===== config.mk =====
export PLATFORM = sky130hd
export DESIGN_NAME = vend_ctrl_param
export DESIGN_NICKNAME = d
export VERILOG_FILES = /design/src/rtl/vend_pkg.sv /design/src/rtl/vend_timer.sv /design/src/rtl/vend_ctrl_param.sv
export SDC_FILE = /design/constraint.sdc
export NUM_CORES = 1
export LEC_CHECK = 0
export ABC_AREA = 0
export CELL_PAD_IN_SITES_DETAIL_PLACEMENT = 1
export CELL_PAD_IN_SITES_GLOBAL_PLACEMENT = 1
export CORE_UTILIZATION = 41
export CTS_BUF_LIST = sky130_fd_sc_hd__clkbuf_2 sky130_fd_sc_hd__clkbuf_4 sky130_fd_sc_hd__clkbuf_8
export DETAILED_ROUTE_END_ITERATION = 12
export PLACE_DENSITY = 0.87
export RECOVER_POWER = 50
export SKIP_LAST_GASP = 1
export SLEW_MARGIN = 20
export SYNTH_ARGS = -nofsm -noshare
export SYNTH_HDL_FRONTEND = slang
export SYNTH_SLANG_ARGS = --single-unit
export TNS_END_PERCENT = 100

===== constraint.sdc =====
create_clock -name clk -period 4.34 [get_ports clk]
set_input_delay 1.085 -clock clk [delete_from_list [all_inputs] [get_ports clk]]
set_output_delay 1.085 -clock clk [all_outputs]
set_load 0.01 [all_outputs]

===== src/rtl/vend_pkg.sv =====
// Shared types and constants for the parametrised vending controller.
//   state_e      : controller state encoding
//   CODE_*       : coin input codes on `in`
//   OUT_*        : outcome codes on `out`
//   coin_value() : coin code to currency value, given the configured coin values
//   max3()       : largest of three values, used for width and range checks
package vend_pkg;

  typedef enum logic [2:0] {
    ST_IDLE,
    ST_ACCUM,
    ST_VEND,
    ST_VEND_CHG,
    ST_CANCEL
  } state_e;

  localparam logic [1:0] CODE_CANCEL = 2'b00;
  localparam logic [1:0] CODE_C1     = 2'b01;
  localparam logic [1:0] CODE_C2     = 2'b10;
  localparam logic [1:0] CODE_C3     = 2'b11;

  localparam logic [1:0] OUT_NONE     = 2'b00;
  localparam logic [1:0] OUT_VEND     = 2'b10;
  localparam logic [1:0] OUT_VEND_CHG = 2'b11;
  localparam logic [1:0] OUT_CANCEL   = 2'b01;

  // Map a coin code to its value; the cancel code is worth nothing.
  function automatic int unsigned coin_value(input logic [1:0] code,
                                             input int unsigned c1,
                                             input int unsigned c2,
                                             input int unsigned c3);
    int unsigned v;
    case (code)
      CODE_C1: v = c1;
      CODE_C2: v = c2;
      CODE_C3: v = c3;
      default: v = 0;
    endcase
    return v;
  endfunction

  function automatic int unsigned max3(input int unsigned a,
                                       input int unsigned b,
                                       input int unsigned c);
    int unsigned m;
    m = (a > b) ? a : b;
    m = (m > c) ? m : c;
    return m;
  endfunction

endpackage


===== src/rtl/vend_timer.sv =====
// Clearable/loadable up-counter with a terminal-count flag.
//   clk, rst   : clock, synchronous active-high reset
//   clr_i      : clear to zero (highest priority)
//   ld_i       : load ld_val_i
//   ld_val_i   : load value
//   inc_i      : increment by one
//   tc_val_i   : terminal count compare value
//   count_o    : current count (registered)
//   tc_c_o     : count_o == tc_val_i (combinational from the register)
module vend_timer #(
  parameter int unsigned W = 4
) (
  input  logic         clk,
  input  logic         rst,
  input  logic         clr_i,
  input  logic         ld_i,
  input  logic [W-1:0] ld_val_i,
  input  logic         inc_i,
  input  logic [W-1:0] tc_val_i,
  output logic [W-1:0] count_o,
  output logic         tc_c_o
);

  logic [W-1:0] count_q;
  logic [W-1:0] count_d;

  // Next count: clear beats load beats increment.
  always_comb begin
    count_d = count_q;
    if (clr_i) begin
      count_d = '0;
    end else if (ld_i) begin
      count_d = ld_val_i;
    end else if (inc_i) begin
      count_d = count_q + W'(1);
    end
  end

  always_ff @(posedge clk) begin
    if (rst) begin
      count_q <= '0;
    end else begin
      count_q <= count_d;
    end
  end

  assign count_o = count_q;
  assign tc_c_o  = (count_q == tc_val_i);

endmodule


===== src/rtl/vend_ctrl_param.sv =====
// Parametrised coin-accumulating vending controller.
//   clk     : system clock, rising edge
//   rst     : synchronous active-high reset
//   confirm : qualifies `in` on this edge
//   in      : 00 cancel, 01/10/11 coin 1/2/3
//   out     : 00 none, 10 vend exact, 11 vend + change, 01 cancelled
//   credit  : accumulated credit
//   change  : change or refund, nonzero only while out != 00
//   busy    : high in outcome states; confirm ignored meanwhile
module vend_ctrl_param
  import vend_pkg::*;
#(
  parameter int unsigned PRICE   = 30,
  parameter int unsigned COIN1   = 5,
  parameter int unsigned COIN2   = 10,
  parameter int unsigned COIN3   = 25,
  parameter int unsigned ACC_W   = 6,
  parameter int unsigned TIMEOUT = 16,
  parameter int unsigned HOLD    = 2
) (
  input  logic             clk,
  input  logic             rst,
  input  logic             confirm,
  input  logic [1:0]       in,
  output logic [1:0]       out,
  output logic [ACC_W-1:0] credit,
  output logic [ACC_W-1:0] change,
  output logic             busy
);

  localparam int unsigned COIN_MAX = max3(COIN1, COIN2, COIN3);
  localparam int unsigned SW       = ACC_W + 1;
  localparam int unsigned TMAX     = (TIMEOUT > HOLD) ? TIMEOUT : HOLD;
  localparam int unsigned TW       = (TMAX > 1) ? $clog2(TMAX) : 1;

  localparam logic [SW-1:0] PRICE_W = SW'(PRICE);
  localparam logic [TW-1:0] TO_TC   = (TIMEOUT > 0) ? TW'(TIMEOUT - 1) : '0;
  localparam logic [TW-1:0] HOLD_TC = TW'(HOLD - 1);
  localparam bit            TO_EN   = (TIMEOUT > 0);

  // Highest reachable sum is (PRICE-1) + largest coin; it must fit in credit.
  if ((PRICE + COIN_MAX - 1) >= (64'd1 << ACC_W)) begin : g_bad_acc_w
    $error("vend_ctrl_param: ACC_W too small for PRICE + max coin - 1");
  end
  if (HOLD < 1) begin : g_bad_hold
    $error("vend_ctrl_param: HOLD must be at least 1");
  end

  state_e           state_q, state_d;
  logic [1:0]       out_q, out_d;
  logic [ACC_W-1:0] credit_q, credit_d;
  logic [ACC_W-1:0] change_q, change_d;
  logic             busy_q, busy_d;

  logic [SW-1:0]    coin_c;
  logic [SW-1:0]    sum_c;
  logic             tmr_clr_c;
  logic             tmr_inc_c;
  logic             tmr_tc_c;
  logic [TW-1:0]    tmr_tc_val_c;
  logic [TW-1:0]    tmr_count;

  // One counter serves both the idle timeout and the outcome hold.
  assign tmr_tc_val_c = (state_q == ST_ACCUM) ? TO_TC : HOLD_TC;

  vend_timer #(
    .W (TW)
  ) u_timer (
    .clk      (clk),
    .rst      (rst),
    .clr_i    (tmr_clr_c),
    .ld_i     (1'b0),
    .ld_val_i ('0),
    .inc_i    (tmr_inc_c),
    .tc_val_i (tmr_tc_val_c),
    .count_o  (tmr_count),
    .tc_c_o   (tmr_tc_c)
  );

  assign coin_c = SW'(coin_value(in, COIN1, COIN2, COIN3));
  assign sum_c  = {1'b0, credit_q} + coin_c;

  // Next-state and registered-output logic.
  always_comb begin
    state_d   = state_q;
    out_d     = out_q;
    credit_d  = credit_q;
    change_d  = change_q;
    busy_d    = busy_q;
    tmr_clr_c = 1'b0;
    tmr_inc_c = 1'b0;

    case (state_q)
      ST_IDLE, ST_ACCUM: begin
        if (confirm && (in == CODE_CANCEL)) begin
          state_d   = ST_CANCEL;
          out_d     = OUT_CANCEL;
          change_d  = credit_q;
          credit_d  = '0;
          busy_d    = 1'b1;
          tmr_clr_c = 1'b1;
        end else if (confirm) begin
          tmr_clr_c = 1'b1;
          if (sum_c < PRICE_W) begin
            state_d  = ST_ACCUM;
            credit_d = sum_c[ACC_W-1:0];
          end else if (sum_c == PRICE_W) begin
            state_d  = ST_VEND;
            out_d    = OUT_VEND;
            change_d = '0;
            credit_d = '0;
            busy_d   = 1'b1;
          end else begin
            state_d  = ST_VEND_CHG;
            out_d    = OUT_VEND_CHG;
            change_d = ACC_W'(sum_c - PRICE_W);
            credit_d = '0;
            busy_d   = 1'b1;
          end
        end else if (state_q == ST_ACCUM) begin
          // Idle with credit: expire into a cancel, otherwise keep counting.
          if (TO_EN && tmr_tc_c) begin
            state_d   = ST_CANCEL;
            out_d     = OUT_CANCEL;
            change_d  = credit_q;
            credit_d  = '0;
            busy_d    = 1'b1;
            tmr_clr_c = 1'b1;
          end else begin
            tmr_inc_c = 1'b1;
          end
        end else begin
          tmr_clr_c = 1'b1;
        end
      end

      ST_VEND, ST_VEND_CHG, ST_CANCEL: begin
        if (tmr_tc_c) begin
          state_d   = ST_IDLE;
          out_d     = OUT_NONE;
          change_d  = '0;
          busy_d    = 1'b0;
          tmr_clr_c = 1'b1;
        end else begin
          tmr_inc_c = 1'b1;
        end
      end

      default: begin
        state_d   = ST_IDLE;
        out_d     = OUT_NONE;
        credit_d  = '0;
        change_d  = '0;
        busy_d    = 1'b0;
        tmr_clr_c = 1'b1;
      end
    endcase
  end

  always_ff @(posedge clk) begin
    if (rst) begin
      state_q  <= ST_IDLE;
      out_q    <= OUT_NONE;
      credit_q <= '0;
      change_q <= '0;
      busy_q   <= 1'b0;
    end else begin
      state_q  <= state_d;
      out_q    <= out_d;
      credit_q <= credit_d;
      change_q <= change_d;
      busy_q   <= busy_d;
    end
  end

  assign out    = out_q;
  assign credit = credit_q;
  assign change = change_q;
  assign busy   = busy_q;

endmodule


==> Slide: Implementation Results, run 1 <==
Implementation Results

Final timing
  • Skew final: 0.00970 ns
  • Setup violators final: 0
  • Setup tns final: 0 ns
  • Final Hold Fails: 0

Die
  • Core area: about 3100 sq um

Synth
  • Ys flop type: dfxtp_1
  • Yosys top cell by area: dfxtp_1
  • Cell area after synthesis: approximately 1400 sq um
  • Floorplan Nets: between 150 and 200

Routing
  • 1st-pass router iterations: 4
  • Top sig layer: met4

Worst setup path
  • WP depth: 11
  • Crit path required time: 4.59 ns

Final layout
  • Max-area cell class: logic gates
  • Fin cells: between 200 and 250
  • Inverters excl. clock: 6

Power and ir drop
  • Tot Pwr: 568 uW
  • Int Power: 381 uW
  • Clock group share of total power: 28.8%

GRT
  • Total gr overflow: 0

Outcome
  • Status: completed

Placed design
  • Post-DP HPWL: 3.05 mm

Clock network
  • CTS tree: done
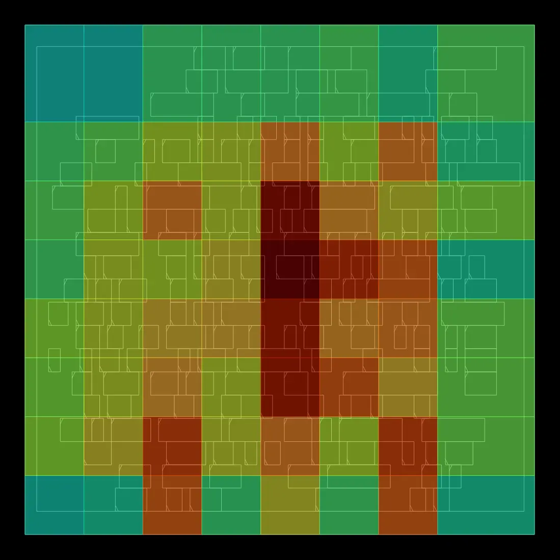
Fig. 1. Congestion heat map (run 1).
grt peak-use layer: met2
met1 Use GR: 29.8%
Final Util: 52.3%

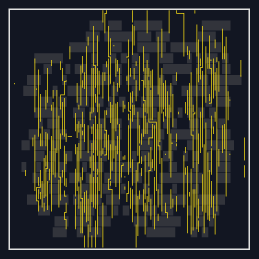
Fig. 2. The metal 2 layer (run 1).
Drawn at 4 px/um. Cells faint in the background.
The layer carries 2000 um of wire. The wires run mostly vertical. The layer holds 52% of the routed length. The longest straight run is 40.1 um. 183 nets have wire on it.
DR vias: 1332
M2 GR Usage: 44.3%

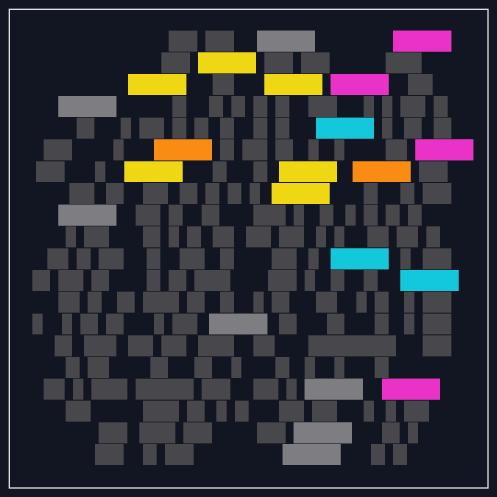
Fig. 3. Register map, names as in the netlist (run 1).
Drawn at 8 px/um.
Key: orange = out [sequential cells 2]; yellow = change [sequential cells 6, where north]; cyan = state_q [sequential cells 3]; magenta = u_timer.count_o [sequential cells 4]
Another 7 sequential cells are not colored.
Flop+latch power: 234 uW
Seq. cell area: 440 sq um
fraction of area in registers: 27.1%

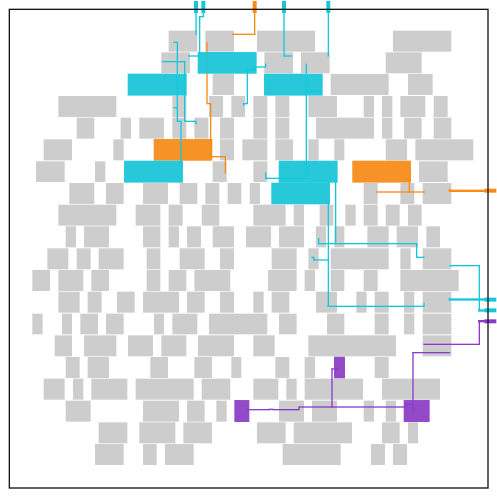
Fig. 4. Wires at chosen ports, followed through buffers (run 1).
Drawn at 8 px/um.
Key: purple = confirm [bits 1, direction input, edge east, end cells 3, buffers 1, wire 49.1 um]; cyan = change [bits 6, direction output, edge 4 north, 2 east, end cells 6, buffers 6, wire 147 um]; orange = out [bits 2, direction output, edge 1 north, 1 east, end cells 2, buffers 2, wire 36.5 um]
number of port buffers: 19
Top Ports: 20

==> inputs of run 2 (changes only) <==
==> constraint.sdc (replaced) <==
create_clock -name clk -period 4.34 [get_ports clk]
set_input_delay 0.868 -clock clk [delete_from_list [all_inputs] [get_ports clk]]
set_output_delay 0.868 -clock clk [all_outputs]
set_load 0.01 [all_outputs]
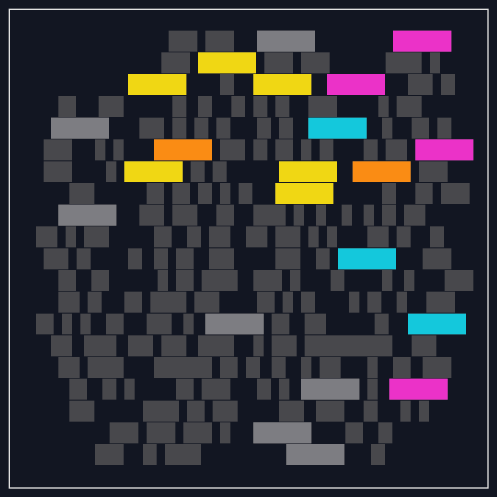
Fig. 5. Register map, names as in the netlist (run 2).
Drawn at 8 px/um.
Key: magenta = u_timer.count_o [sequential cells 4]; cyan = state_q [sequential cells 3]; orange = out [sequential cells 2]; yellow = change [sequential cells 6, where north]
Another 7 sequential cells are not colored.

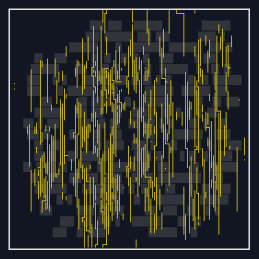
Fig. 6. The metal 2 layer (run 2).
Drawn at 4 px/um. Cells faint in the background.
The layer carries 1880 um of wire. 183 nets have wire on it. The longest straight run is 30.3 um. The wires run mostly vertical.
DR vias: 1350
M2 GR Usage: 43.2%

==> Slide: Implementation Results, run 2 <==
Implementation Results

Outcome
  • Status: completed (unchanged)

Synth
  • Synthesized flop and latch total: 22 (unchanged)
  • Cell area after synthesis: 1360 sq um (unchanged)
  • Synth warn: 0 (unchanged)
  • Synth cell types: 47 (unchanged)
  • Yosys top cell by area: dfxtp_1 (unchanged)
  • Floorplan Nets: 182 (unchanged)
  • Ys flop type: dfxtp_1 (unchanged)
  • Largest logic family: simple AND/OR/NAND/NOR gates (unchanged)

Clock network
  • Clock root cell: clkbuf_4 (unchanged)
  • Post-CTS Setup Bufs: 0 (unchanged)
  • Reg clk slew, reported paths: 0.14 ns (about the same)
  • CTS tree: done (unchanged)

Die
  • Top Ports: 20 (unchanged)
  • Core area: 3100 sq um (unchanged)

Final layout
  • Fin area: 1620 sq um (unchanged)
  • Fraction of area in registers: 27.1% (unchanged)
  • Final Util: 52.3% (unchanged)
  • Max-area cell class: logic gates (unchanged)
  • Inverters excl. clock: 6 (unchanged)
  • Seq. cell area: 440 sq um (unchanged)
  • Share of layout cells above drive strength 1: 4.84% (unchanged)
  • Fin cells: 230 (unchanged)

GRT
  • Grt peak-use layer: met2 (unchanged)
  • Met1 Use GR: 29.1% (was 29.8%)
  • Total gr overflow: 0 (unchanged)

Routing
  • Drt wl/cell: 16.6 um (was 16.7 um)
  • Initial DRC Count: 36 (was 38)
  • Top sig layer: met4 (unchanged)
  • 1st-pass router iterations: 4 (unchanged)
  • Met3 routed WL: 78 um (was 77 um)

Flow run
  • MaxCap Viol Count: 0 (unchanged)

Final timing
  • Period utilization: 81.9% (was 85.6%)
  • Final Hold Fails: 0 (unchanged)
  • Skew final: 0.0153 ns (was 0.00970 ns)
  • Least-Margin Pin Slew: 0.791 ns (was 0.811 ns)
  • Setup violators final: 0 (unchanged)
  • Setup tns final: 0 ns (unchanged)

Placed design
  • Number of port buffers: 19 (unchanged)

Worst setup path
  • Worst path most repeated cell: ha_1 (unchanged)
  • Crit path required time: 4.56 ns (was 4.59 ns)

Power and ir drop
  • Clock group share of total power: 28.5% (was 28.8%)
  • Tot Pwr: 565 uW (was 568 uW)
  • Int Power: 380 uW (was 381 uW)
  • Flop+latch power: 234 uW (about the same)
==> inputs of run 3 (changes only) <==
==> constraint.sdc (replaced) <==
create_clock -name clk -period 3.6 [get_ports clk]
set_input_delay 0.72 -clock clk [delete_from_list [all_inputs] [get_ports clk]]
set_output_delay 0.72 -clock clk [all_outputs]
set_load 0.01 [all_outputs]
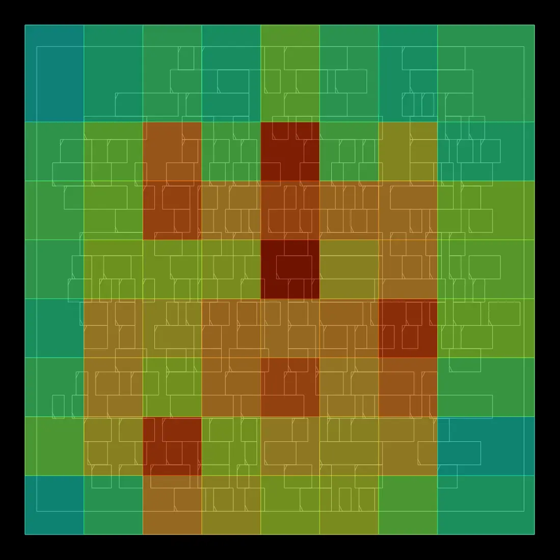
Fig. 7. Congestion heat map (run 3).
met1 Use GR: 30.2%
M2 GR Usage: 45.2%
drt wl/cell: 17.0 um
Total GRT Usage: 24.8%

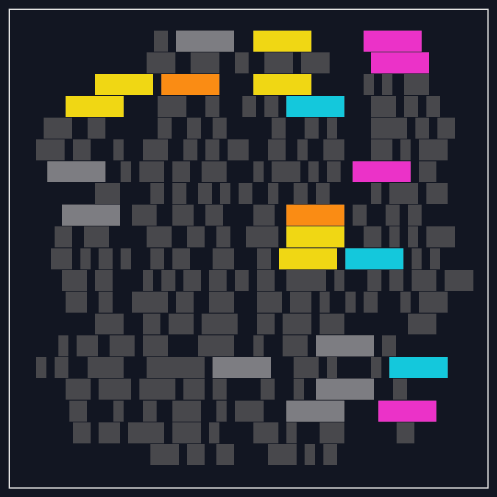
Fig. 8. Register map, names as in the netlist (run 3).
Drawn at 8 px/um.
Key: yellow = change [sequential cells 6]; orange = out [sequential cells 2]; magenta = u_timer.count_o [sequential cells 4]; cyan = state_q [sequential cells 3]
Another 7 sequential cells are not colored.
fraction of area in registers: 27.2%
Final Util: 52.3%

==> Slide: Implementation Results, run 3 <==
Implementation Results

Outcome
  • Status: completed (unchanged)

Final timing
  • Least-Margin Pin Slew: 0.819 ns (was 0.791 ns)
  • Final Hold Fails: 0 (unchanged)
  • Skew final: 0.00736 ns (was 0.0153 ns)
  • Period utilization: between 90 and 100%

Die
  • Core area: 3100 sq um (unchanged)
  • Top Ports: 20 (unchanged)

Worst setup path
  • Worst path most repeated cell: ha_1 (unchanged)

Synth
  • Synth warn: 0 (unchanged)
  • Largest logic family: simple AND/OR/NAND/NOR gates (unchanged)
  • Floorplan Nets: 182 (unchanged)
  • Ys flop type: dfxtp_1 (unchanged)
  • Synth cell types: 47 (unchanged)

GRT
  • Grt peak-use layer: met2 (unchanged)
  • Total gr overflow: 0 (unchanged)

Routing
  • 1st-pass router iterations: 4 (unchanged)
  • Top sig layer: met4 (unchanged)

Clock network
  • Clock root cell: clkbuf_4 (unchanged)
  • Reg clk slew, reported paths: 0.12 ns (was 0.14 ns)
  • CTS tree: done (unchanged)
  • Post-CTS Setup Bufs: 0 (unchanged)

Power and ir drop
  • Int Power: 409 uW (was 380 uW)

Final layout
  • Seq. cell area: 440 sq um (unchanged)
  • Share of layout cells above drive strength 1: 5.85% (was 4.84%)

Placed design
  • Number of port buffers: 19 (unchanged)
No activity file was given, so power comes from the tool's default toggle rates.
